### src/rtl/dmem_pkg.sv
// Shared definitions for the data-memory arbiter slice.
// Word width, address-alignment mask, port indices and the access-legality helper.
package dmem_pkg;

    localparam int unsigned WORD_W = 32;

    // Low address bits that must be zero for a word access
    localparam logic [WORD_W-1:0] ADDR_ALIGN_MASK = 32'h0000_0003;

    typedef enum logic {
        PORT_CPU = 1'b0,
        PORT_DMA = 1'b1
    } port_e;

    // Word-aligned and inside the memory's word range
    function automatic logic addr_legal(input logic [WORD_W-1:0] addr,
                                        input int unsigned       depth);
        return ((addr & ADDR_ALIGN_MASK) == '0) &&
               ({2'b00, addr[WORD_W-1:2]} < depth);
    endfunction

endpackage

### src/rtl/dmem_arb_prio.sv
// Two-way priority selector with port-1 starvation counter.
// Port 0 wins ties unless port 1 has waited MAX_WAIT cycles or holds a lock.
// hold0 forces one cycle for port 0 after a lock expires.
module dmem_arb_prio
    import dmem_pkg::*;
#(
    parameter int unsigned MAX_WAIT = 4
) (
    input  logic  clk,
    input  logic  rst_n,
    input  logic  req0,
    input  logic  req1,
    input  logic  force1,
    input  logic  hold0,
    output logic  gnt0,
    output logic  gnt1,
    output port_e sel
);

    localparam logic [3:0] WAIT_LIM = 4'(MAX_WAIT);

    logic [3:0] wait_cnt;
    logic [3:0] wait_nxt;
    logic       starved;

    // Grant selection and next wait count
    always_comb begin
        gnt0     = 1'b0;
        gnt1     = 1'b0;
        starved  = (wait_cnt == WAIT_LIM);
        if (req0 && req1) begin
            if ((starved || force1) && !hold0) begin
                gnt1 = 1'b1;
            end else begin
                gnt0 = 1'b1;
            end
        end else begin
            gnt0 = req0;
            gnt1 = req1;
        end
        sel = gnt1 ? PORT_DMA : PORT_CPU;

        wait_nxt = '0;
        if (req1 && !gnt1) begin
            wait_nxt = starved ? wait_cnt : wait_cnt + 4'd1;
        end
    end

    // Starvation counter register
    always_ff @(posedge clk) begin
        if (!rst_n) begin
            wait_cnt <= '0;
        end else begin
            wait_cnt <= wait_nxt;
        end
    end

endmodule

### src/rtl/dmem_arbiter.sv
// Single-port data memory arbiter: port 0 = MEM stage, port 1 = loader/DMA.
// Drives the memory from the granted port and returns registered read data.
// Optional burst lock for port 1 enabled by defining DMEM_ARB_LOCK_EN.
module dmem_arbiter
    import dmem_pkg::*;
#(
    parameter int unsigned DEPTH    = 32,
    parameter int unsigned MAX_WAIT = 4,
    parameter int unsigned LOCK_MAX = 8
) (
    input  logic              clk,
    input  logic              rst_n,
    input  logic              req0,
    input  logic              req1,
    input  logic              we0,
    input  logic              we1,
    input  logic [WORD_W-1:0] addr0,
    input  logic [WORD_W-1:0] addr1,
    input  logic [WORD_W-1:0] wdata0,
    input  logic [WORD_W-1:0] wdata1,
    input  logic              lock1,
    output logic              gnt0,
    output logic              gnt1,
    output logic              stall0,
    output logic              rvalid0,
    output logic              rvalid1,
    output logic [WORD_W-1:0] rdata0,
    output logic [WORD_W-1:0] rdata1,
    output logic              err0,
    output logic              err1,
    output logic              MemRead,
    output logic              MemWrite,
    output logic [WORD_W-1:0] MemAddr,
    output logic [WORD_W-1:0] MemWriteData,
    input  logic [WORD_W-1:0] MemReadData
);

    port_e             sel;
    logic              force1;
    logic              hold0;
    logic              granted;
    logic              sel_we;
    logic              sel_legal;
    logic [WORD_W-1:0] sel_addr;
    logic [WORD_W-1:0] sel_wdata;
    logic              rsp_valid;
    logic              rsp_err;
    logic [WORD_W-1:0] rsp_data;

    dmem_arb_prio #(
        .MAX_WAIT (MAX_WAIT)
    ) u_prio (
        .clk    (clk),
        .rst_n  (rst_n),
        .req0   (req0),
        .req1   (req1),
        .force1 (force1),
        .hold0  (hold0),
        .gnt0   (gnt0),
        .gnt1   (gnt1),
        .sel    (sel)
    );

`ifdef DMEM_ARB_LOCK_EN
    localparam int unsigned LCW = $clog2(LOCK_MAX + 1);

    logic           lock_q;
    logic           hold0_q;
    logic [LCW-1:0] lock_cnt;
    logic [LCW-1:0] lock_cnt_nxt;

    assign force1 = lock_q & req1 & lock1;
    assign hold0  = hold0_q;

    // Count of consecutive locked grants including this one
    always_comb begin
        lock_cnt_nxt = (lock_q ? lock_cnt : '0) + LCW'(1);
    end

    // Lock tracking; reaching LOCK_MAX releases and reserves one cycle for port 0
    always_ff @(posedge clk) begin
        if (!rst_n) begin
            lock_q   <= 1'b0;
            lock_cnt <= '0;
            hold0_q  <= 1'b0;
        end else if (gnt1 && lock1) begin
            if (lock_cnt_nxt == LCW'(LOCK_MAX)) begin
                lock_q   <= 1'b0;
                lock_cnt <= '0;
                hold0_q  <= 1'b1;
            end else begin
                lock_q   <= 1'b1;
                lock_cnt <= lock_cnt_nxt;
                hold0_q  <= 1'b0;
            end
        end else begin
            lock_q   <= 1'b0;
            lock_cnt <= '0;
            hold0_q  <= 1'b0;
        end
    end
`else
    localparam int unsigned lock_max_unused = LOCK_MAX;
    logic lock1_unused;

    assign lock1_unused = lock1;
    assign force1       = 1'b0;
    assign hold0        = 1'b0;
`endif

    // Granted-port mux, legality and memory control
    always_comb begin
        granted   = gnt0 | gnt1;
        sel_we    = (sel == PORT_DMA) ? we1    : we0;
        sel_addr  = (sel == PORT_DMA) ? addr1  : addr0;
        sel_wdata = (sel == PORT_DMA) ? wdata1 : wdata0;
        sel_legal = addr_legal(sel_addr, DEPTH);

        MemRead      = 1'b0;
        MemWrite     = 1'b0;
        MemAddr      = '0;
        MemWriteData = '0;
        if (rst_n && granted) begin
            MemAddr      = sel_addr;
            MemWriteData = sel_wdata;
            MemRead      = sel_legal & ~sel_we;
            MemWrite     = sel_legal &  sel_we;
        end

        stall0    = req0 & ~gnt0;
        rsp_valid = granted & (~sel_legal | ~sel_we);
        rsp_err   = granted & ~sel_legal;
        rsp_data  = sel_legal ? MemReadData : '0;
    end

    // Registered response to the winning port; rdata holds between responses
    always_ff @(posedge clk) begin
        if (!rst_n) begin
            rvalid0 <= 1'b0;
            rvalid1 <= 1'b0;
            err0    <= 1'b0;
            err1    <= 1'b0;
            rdata0  <= '0;
            rdata1  <= '0;
        end else begin
            rvalid0 <= rsp_valid & gnt0;
            rvalid1 <= rsp_valid & gnt1;
            err0    <= rsp_err & gnt0;
            err1    <= rsp_err & gnt1;
            if (rsp_valid && gnt0) begin
                rdata0 <= rsp_data;
            end
            if (rsp_valid && gnt1) begin
                rdata1 <= rsp_data;
            end
        end
    end

endmodule
### config.mk
export PLATFORM = sky130hd
export DESIGN_NAME = dmem_arbiter
export DESIGN_NICKNAME = d
export VERILOG_FILES = /design/src/rtl/dmem_pkg.sv /design/src/rtl/dmem_arb_prio.sv /design/src/rtl/dmem_arbiter.sv
export SDC_FILE = /design/constraint.sdc
export NUM_CORES = 1
export LEC_CHECK = 0
export ABC_AREA = 1
export CAP_MARGIN = 10
export CORE_MARGIN = 5
export CORE_UTILIZATION = 37
export DETAILED_ROUTE_END_ITERATION = 10
export HOLD_SLACK_MARGIN = 0.05
export PLACE_DENSITY_LB_ADDON = 0.25
export RECOVER_POWER = 25
export SLEW_MARGIN = 10
export SYNTH_ARGS = -nofsm -noshare
export SYNTH_HDL_FRONTEND = slang
export SYNTH_SLANG_ARGS = --single-unit
### constraint.sdc
create_clock -name clk -period 2.9 [get_ports clk]
set_clock_uncertainty 0.05 [all_clocks]
set_input_delay 0.29 -clock clk [delete_from_list [all_inputs] [get_ports clk]]
set_output_delay 0.29 -clock clk [all_outputs]
set_load 0.05 [all_outputs]
Figure 1. A small window of the routed layout (run 1).
Window x 41 to 81, y 16 to 56 microns. Cells in grey, sequential cells in the stronger grey; small squares are vias.
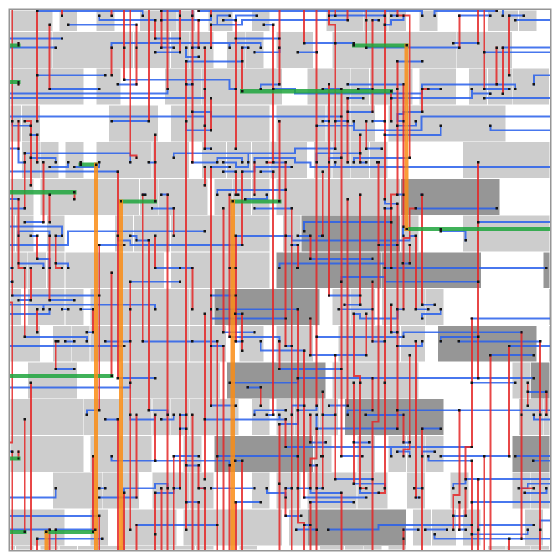
layer	colour
met1	blue
met4	orange
met3	green
met2	red
cells with their middle in the window	146
most frequent	nand2_1 (23), nor2_1 (18), nand3_1 (16)
sequential cells in the window	10
netlist names of flops here include	rdata0 (6), u_prio.wait_cnt (4)

Figure 2. Cell outlines without signal wires (run 1).
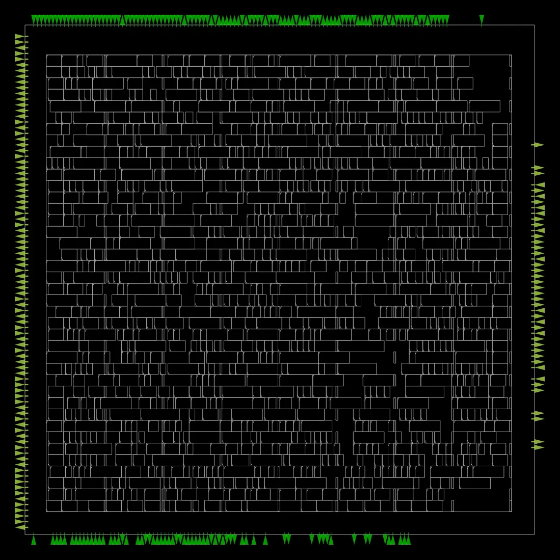
Util after Layout: 0.7510
Tap Count: 168
flop count: 72
row cnt: 40
Core Region: 12060 sq um

Figure 3. M3 wires (run 1).
Scale bar: 20 microns.
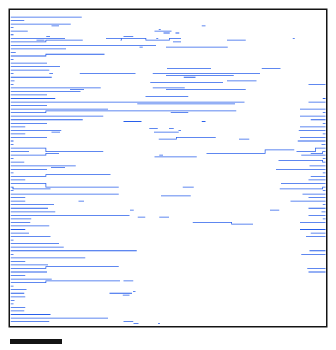
share of all routed wire	11%
longest straight run	89.5 microns
wire length on this layer	2310 microns
nets with wire on the layer	170
main direction	horizontal
Post-Route WL: 21.13 mm
via count: 5933
met3 GRT Util: 0.1142

Figure 4. Metal layers overlaid (run 1).
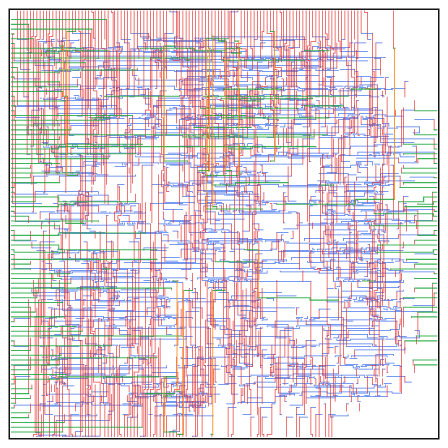
layer	colour	wire length
met1	blue	8050 microns
met2	red	10300 microns
met4	orange	515 microns
met3	green	2310 microns
routed len/inst: 16.60 microns
GRT Total Usage: 0.2713

==> ci_impl_report.md, run 1 <==
## PnR job results

| Metric | Value |
|---|---|
| Hold-fix buffer count after cts | `0` |
| #FFs+latches synth | `72` |
| Post-synth net total | `973` |
| Root Buffer | `clkbuf_16` |
| Critical Path Source Type | `input pin` |
| Worst hold slack | `381.2 ps` |
| Die x size | `121.4 microns` |
| CP peak stage delay | `450 ps` |
| Cells after synthesis | `804` |
| Setup_tns | `0 ps` |
| Initial antenna violation count | `0` |
| Synth Cell Area | `4589 sq um` |
| Slowest CP cell | `o21ai_0` |
| Register area | `1444 sq um` |
| Clock latency on the worst-skew pair | `320 ps` |
| Clock tree buffer depth | `2` |
| Dpl cell area | `8491 sq um` |
| Post-DP HPWL | `16.35 mm` |
| Critical path fanouts, max | `34` |
| Tool warnings | `29` |
| Peak VDD IR | `278.1 uV` |
| Synth cell types | `26` |
| FF-to-FF Start | `u_prio.wait_cnt[1]` |
| Pin count of the biggest net entering global routing | `69` |
| Arr. time, crit path | `2500 ps` |
| Diodes inserted | `0` |
| Post-DRT Antenna Nets | `0` |
| Max cap viols | `0` |
| Sink Count | `72` |
| Achievable frequency | `352.4 MHz` |
| Yosys Warn Count | `0` |
| Yosys chip area | `4589 sq um` |
| Hold path cells | `1` |
| Placer Congestion | `0.9538` |
| First-pass GRT wire length | `30.73 mm` |
| Starting DRT DRC Count | `477` |
| Layout cells sized above 1 | `0.1493` |
| Critical path class | `input pin to output pin` |
| Chip height | `121.4 microns` |
| Max-slew violation count | `0` |
| Area growth from synthesis to layout | `97.38%` |
| Total die size | `14730 sq um` |
| Iteration count of the initial detailed-routing pass | `5` |
| Cell type with the largest total area after synthesis | `dfxtp_1` |
| Worst min-delay path class | `register to register` |
| R2R Setup Slk | `270 ps` |
| R2R cell count | `19` |
| Worst slew pin tran | `1394 ps` |
| Max_slew headroom | `0.07098` |
| DRC violations left | `0` |
| Total gr overflow | `0` |
| # fillers | `967` |
| Dominant cell area share | `0.3141` |
| Num CTS Buffers | `9` |
| Final WS setup | `62.33 ps` |
| Power per standard cell area | `434.8 nW/um^2` |
| Critical Path End | `MemWriteData[11]` |
| Final Critical Period | `2838 ps` |
| Sequential share of the synthesized area | `0.3141` |
| Final instance area | `9059 sq um` |
| Cell area leaders | `dfxtp_1 31%, nor2_1 20%, nand2_1 12%, inv_1 9.2%, nand3_1 9.2%` |
| Buffers added on ports | `302` |
| CTS tree | `built` |
| Fp_density | `0.3805` |
| Clock transition at the registers of the reported paths | `50 ps` |
| Hold EP | `u_prio.wait_cnt[0]` |
| Status | `completed` |
| R2r endpoint | `rdata0[19]` |
| Via density | `4.661` |
| CP required | `2560 ps` |
| Leakage | `0.004364 uW` |
| Ys cells | `804` |
| Num ports | `304` |
| Final Hold Fails | `0` |
| Combinational Area | `2635 sq um` |
| H-tree depth | `3` |
| Layout Nets | `1269` |
| CP startpoint | `req1` |
| Syn_area_per_cell | `5.708 sq um` |
[run 1: routing by layer]
layer | up-vias | track usage | share of wire
li1 | 3023 | - | -
met1 | 2654 | 0.3160 | 0.38
met2 | 226 | 0.4539 | 0.49
met3 | 30 | 0.1142 | 0.11
met4 | 0 | 0.07843 | 0.024
met5 | - | 0 | 0
[run 1: flip-flops by register name, summed over array words and instances (netlist names)]
signal / cells
rdata1: 32
err0: 1
rvalid0: 1
rdata0: 32
u_prio.wait_cnt: 4
rvalid1: 1
err1: 1
[run 1: worst max-delay path: cells and delay by family]
family	cells	cell delay, ps
AND/OR/NAND/NOR	4	460
buffers and inverters	6	1260
AND-OR/OR-AND	1	450
[run 1: logic make-up after synthesis]
| family | share of synthesized area |
|---|---|
| AND-OR/OR-AND | 0.05016 |
| XOR/XNOR | 0.003817 |
| adder cells (fa/ha/maj) | 0.005452 |
| buffers and inverters | 0.1475 |
| flip-flops | 0.3141 |
| AND/OR/NAND/NOR | 0.4790 |
[run 1: where the power goes]
group | total [uW] | internal [uW] | switching (uW)
sequential | 1090 | 1060 | 31.7
combinational | 1640 | 695 | 944
clock | 1210 | 798 | 410
total | 3940 | 2550 | 1390
[run 1: layout by cell type (no fill, tap or decap), types with 2 or more instances in the layout]
cell and instances:
a21oi_1 5, buf_12 72, buf_4 23, buf_6 2
bufinv_16 2, clkbuf_16 10, clkbuf_8 2, clkdlybuf4s50_1 184
clkinv_2 2, dfxtp_1 70, dfxtp_2 2, dlygate4sd3_1 47
inv_1 112, inv_2 4, nand2_1 137, nand2_2 8
nand2_4 3, nand2_8 3, nand3_1 83, nand3_4 2
nand3b_1 20, nor2_1 237, nor2_2 20, nor2_4 2
nor3_4 2, o21ai_0 37, o21ai_1 2
[run 1: stage by stage]
stage,total power [uW],cells
2_1_floorplan,1959,804
3_3_place_gp,2722,1247
3_5_place_dp,2735,1247
4_1_cts,3951,1265
5_1_grt,4109,1273
6_report,3939,1273
[run 1: what timing repair did]
| item | in CTS | in global routing |
|---|---|---|
| pin swaps | 2 | 13 |
| setup endpoints to repair | 94 | 97 |
| cloned | 1 | 2 |
| hold endpoints to repair | 0 | 0 |
| resized | 6 | 25 |
| setup buffers | 1 | 6 |
[run 1: area by class of cell]
| type | count | area share |
|---|---|---|
| timing repair buffer | 332 | 0.4410 |
| tap | 168 | 0.02320 |
| clock buffer | 11 | 0.02790 |
| sequential | 72 | 0.1594 |
| multi-input combinational | 568 | 0.2909 |
| inverter | 117 | 0.04890 |
| clock inverter | 5 | 0.008702 |
[run 1: synth_stat cells]
master	count
nor2_2	8
clkbuf_1	24
clkinv_1	1
dfxtp_1	72
buf_4	2
nand2_4	2
nand2_1	142
nor2_4	2
o21ai_0	39
inv_1	113
ha_1	2
nand3_4	1
buf_2	13
a21oi_1	5
nor3_1	2
nand2_2	5
o21ai_1	2
inv_2	3
xnor2_1	1
buf_6	4
nand3b_1	20
buf_1	6
nor2_1	249
xor2_1	1
nand4_1	1
nand3_1	84
==> run 2, diff against run 1 <==
Settings changed: TNS_END_PERCENT set to 1.
Figure 5. M3 wires (run 2).
Scale bar: 20 microns.
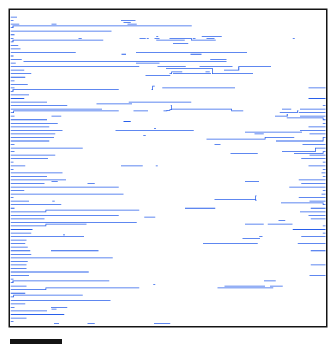
longest straight run	77.7 microns
share of all routed wire	11%
wire length on this layer	2380 microns
met3 GRT Util: 0.1179
Post-Route WL: 21.00 mm
via count: 5976

Figure 6. Cell outlines without signal wires (run 2).
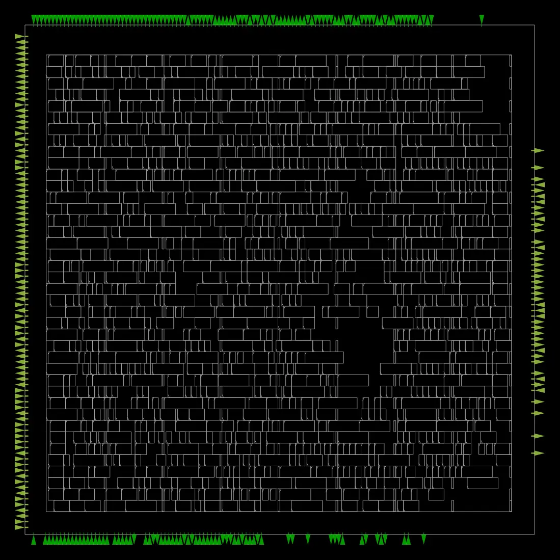
post-route insts no fill: 1273
Util after Layout: 0.7414
# fillers: 965
flop share of the area: 0.1615

==> run 2 against run 1 <==
  * Fmax up 1.3%
  * Worst hold slack better by 11 ps
  * Power down 5.4%
  * Non-clock buffer count unchanged
  * Synthesized cell count unchanged
  * Register-to-register slack worse by 70 ps
  * Via count up 0.72%
  * Global-route usage up 0.050 points
  * Highest routed layer unchanged
  * Clock-buffer cell count up 2
  * Wire length down 0.64%
  * Synthesized area unchanged
==> ci_impl_report.md, run 2 <==
## PnR job results

| Metric | Value |
|---|---|
| Leakage | `0.004322 uW (was 0.004364 uW)` |
| Num CTS Buffers | `9 (unchanged)` |
| Critical path fanouts, max | `27 (was 34)` |
| Cells after synthesis | `804 (unchanged)` |
| Tcrit/Tclk final | `0.9657 (was 0.9785)` |
| Critical Path Source Type | `register (was input pin)` |
| GRT Total Usage | `0.2718 (was 0.2713)` |
| #FFs+latches synth | `72 (unchanged)` |
| Starting DRT DRC Count | `578 (was 477)` |
| Layout Nets | `1267 (was 1269)` |
| Final Critical Period | `2801 ps (was 2838 ps)` |
| RSZ-0062 raised after global routing | `yes` |
| Root Buffer | `clkbuf_16 (unchanged)` |
| Num ports | `304 (unchanged)` |
| Layout cells sized above 1 | `0.1324 (was 0.1493)` |
| Buffers added on ports | `302 (unchanged)` |
| CP endpoint kind | `output pin (unchanged)` |
| Peak VDD IR | `293.5 uV (was 278.1 uV)` |
| Top cells excl fill/tap | `245 x nor2_1, 184 x clkdlybuf4s50_1, 141 x nand2_1 (was 237 x nor2_1, 184 x clkdlybuf4s50_1, 137 x nand2_1)` |
| Chip height | `121.4 microns (unchanged)` |
| Routed len/inst | `16.49 microns (was 16.60 microns)` |
| CP required | `2560 ps (about the same)` |
| Achievable frequency | `357.1 MHz (was 352.4 MHz)` |
| Dominant cell area share | `0.3141 (unchanged)` |
| Max cap viols | `0 (unchanged)` |
| Dpl cell area | `8497 sq um (was 8491 sq um)` |
| Total chip power | `3725 uW (was 3939 uW)` |
| Pre-CTS setup slack | `-126.1 ps (was -180.5 ps)` |
| Worst slew pin tran | `1384 ps (was 1394 ps)` |
| Clock tree buffer depth | `2 (unchanged)` |
| Clock latency on the worst-skew pair | `330 ps (was 320 ps)` |
| CTS tree | `built (unchanged)` |
| Syn_area_per_cell | `5.708 sq um (unchanged)` |
| Via density | `4.694 (was 4.661)` |
| Cell area leaders | `dfxtp_1 31%, nor2_1 20%, nand2_1 12%, inv_1 9.2%, nand3_1 9.2% (unchanged)` |
| Top Registers | `rdata0 (32), rdata1 (32), u_prio.wait_cnt (4) (unchanged)` |
| Sequential share of the synthesized area | `0.3141 (unchanged)` |
| Clock transition at the registers of the reported paths | `50 ps (about the same)` |
| Initial antenna violation count | `2 (was 0)` |
| Top cell types by occurrence after synthesis | `249 x nor2_1, 142 x nand2_1, 113 x inv_1 (unchanged)` |
| Max_slew headroom | `0.07746 (was 0.07098)` |
| Critical path class | `register to output pin (was input pin to output pin)` |
| Total gr overflow | `0 (unchanged)` |
| First-pass GRT wire length | `31.11 mm (was 30.73 mm)` |
| Combinational Area | `2547 sq um (was 2635 sq um)` |
| Status | `completed (unchanged)` |
| Sink Count | `72 (unchanged)` |
| DRC violations left | `0 (unchanged)` |
| H-tree depth | `3 (unchanged)` |
| Vias in the first global route | `5802 (was 5500)` |
| Most frequent cell after synthesis | `nor2_1 (unchanged)` |
| Register area | `1444 sq um (unchanged)` |
| Die x size | `121.4 microns (unchanged)` |
| Arr. time, crit path | `2460 ps (was 2500 ps)` |
| Slowest CP cell | `dfxtp_2 (was o21ai_0)` |
| Synth cell types | `26 (unchanged)` |
| Tool warnings | `30 (was 29)` |
| Pin count of the biggest net entering global routing | `69 (unchanged)` |
| Post-synth net total | `973 (unchanged)` |
| CP peak stage delay | `330 ps (was 450 ps)` |
| Iteration count of the initial detailed-routing pass | `8 (was 5)` |
| Most common reg cell | `dfxtp_1 (unchanged)` |
| Placer Congestion | `1.044 (was 0.9538)` |
| Final instance area | `8942 sq um (was 9059 sq um)` |
| Ys cells | `804 (unchanged)` |
| Max-slew violation count | `0 (unchanged)` |
| Area growth from synthesis to layout | `94.85% (was 97.38%)` |
| Worst min-delay path class | `register to register (unchanged)` |
| Ys async rst share | `0 (unchanged)` |
| Final Hold Fails | `0 (unchanged)` |
| Row cnt | `40 (unchanged)` |
| Power per standard cell area | `416.6 nW/um^2 (was 434.8 nW/um^2)` |
| Synth Cell Area | `4589 sq um (unchanged)` |
| Post-DRT Antenna Nets | `0 (unchanged)` |
| Hold-fix buffer count after cts | `0 (unchanged)` |
| Endpoints failing setup | `0 (unchanged)` |
| Post-DP HPWL | `16.46 mm (was 16.35 mm)` |
| Most frequent logic cell in the layout | `nor2_1 (unchanged)` |
| Critical Path, Cell by Cell | `inv_1, ha_2, nand3_2, nand2_4, nand2_8, buf_4, inv_2, buf_6, nor2_1, nor2_1, buf_12 (was clkdlybuf4s50_1, nand2_2, clkinvlp_4, nand2_8, buf_12, nand2_8, buf_4, buf_4, o21ai_0, nor2_1, buf_12)` |
| Cell type with the largest total area after synthesis | `dfxtp_1 (unchanged)` |
| Fp_density | `0.3805 (unchanged)` |
| Yosys Warn Count | `0 (unchanged)` |
| Worst path most repeated cell | `nor2_1` |
| Core Region | `12060 sq um (unchanged)` |
| Final WS setup | `99.48 ps (was 62.33 ps)` |
| Total die size | `14730 sq um (unchanged)` |
| Number of enable flip-flop cells | `0 (unchanged)` |
| Yosys chip area | `4589 sq um (unchanged)` |
-- run 2: cell counts after synthesis --
Identical to the previous run, type by type.
-- run 2: routing by layer --
| layer | track usage | vias to the layer above | part of all wire |
|---|---|---|---|
| li1 | - | 3018 | - |
| met1 | 0.3101 | 2670 | 0.37 |
| met2 | 0.4535 | 253 | 0.49 |
| met3 | 0.1179 | 35 | 0.11 |
| met4 | 0.09174 | 0 | 0.029 |
| met5 | 0 | - | 0 |
-- run 2: worst paths after layout --
kind | start | end | slack, ps | cells past startpoint
setup / recovery | u_prio.wait_cnt[0] | MemWriteData[31] | 100 | 11
hold / removal | u_prio.wait_cnt[0] | u_prio.wait_cnt[0] | 390 | 1
setup reg to reg | u_prio.wait_cnt[0] | rdata0[9] | 200 | 19
hold reg to reg | u_prio.wait_cnt[0] | u_prio.wait_cnt[0] | 390 | 1
-- run 2: critical path, delay by kind of cell (launching register included) --
kind                       cells  cell delay [ps]
adders and majority gates      1              190
buffers and inverters          5              830
DFF                            1              330
and+or+nand+nor                5              750
-- run 2: power breakdown --
group / total, uW / switching [uW] / internal [uW] / leakage (uW)
logic: 1630 / 939 / 692 / 0.00360
clock network: 1000 / 402 / 600 / 0.000130
registers: 1090 / 31.8 / 1060 / 0.000596
total: 3720 / 1370 / 2350 / 0.00432
-- run 2: cell type report --
| cell class | count | area share |
|---|---|---|
| multi-input cells | 566 | 0.2849 |
| flip-flops and latches | 72 | 0.1615 |
| inverters | 117 | 0.05065 |
| diodes | 2 | 0.0005597 |
| clock inverters | 3 | 0.001959 |
| well taps | 168 | 0.02351 |
| repair buffers | 332 | 0.4490 |
| clock buffers | 13 | 0.02798 |
-- run 2: repair_timing --
| item | 4_1_cts | 5_1_grt |
|---|---|---|
| cloned | 0 | 1 |
| setup endpoints to repair | 2 | 58 |
| pin swaps | 1 | 8 |
| setup buffers | 3 | 3 |
| resized | 5 | 22 |
| hold endpoints to repair | 0 | 0 |
-- run 2: metrics by stage --
step           std cells  hold slack (ps)  utilization  setup TNS (ps)
2_1_floorplan        804            379.7            -           -1206
3_3_place_gp        1248            395.7       0.7045           -1135
3_5_place_dp        1248            410.3       0.7045           -3237
4_1_cts             1267            422.4       0.7306               0
5_1_grt             1273            406.8       0.7414          -83.97
6_report            1273            391.9       0.7414               0
-- run 2: logic make-up after synthesis --
kind of cell    count (synthesis)  share of synthesized area
xor+xnor                        2                   0.003817
simple gates                  516                     0.4790
buf+inv                       166                     0.1475
fa+ha+maj                       2                   0.005452
flops                          72                     0.3141
compound gates                 46                    0.05016
Power figures rest on the tool's default switching activity, not on a simulated workload.
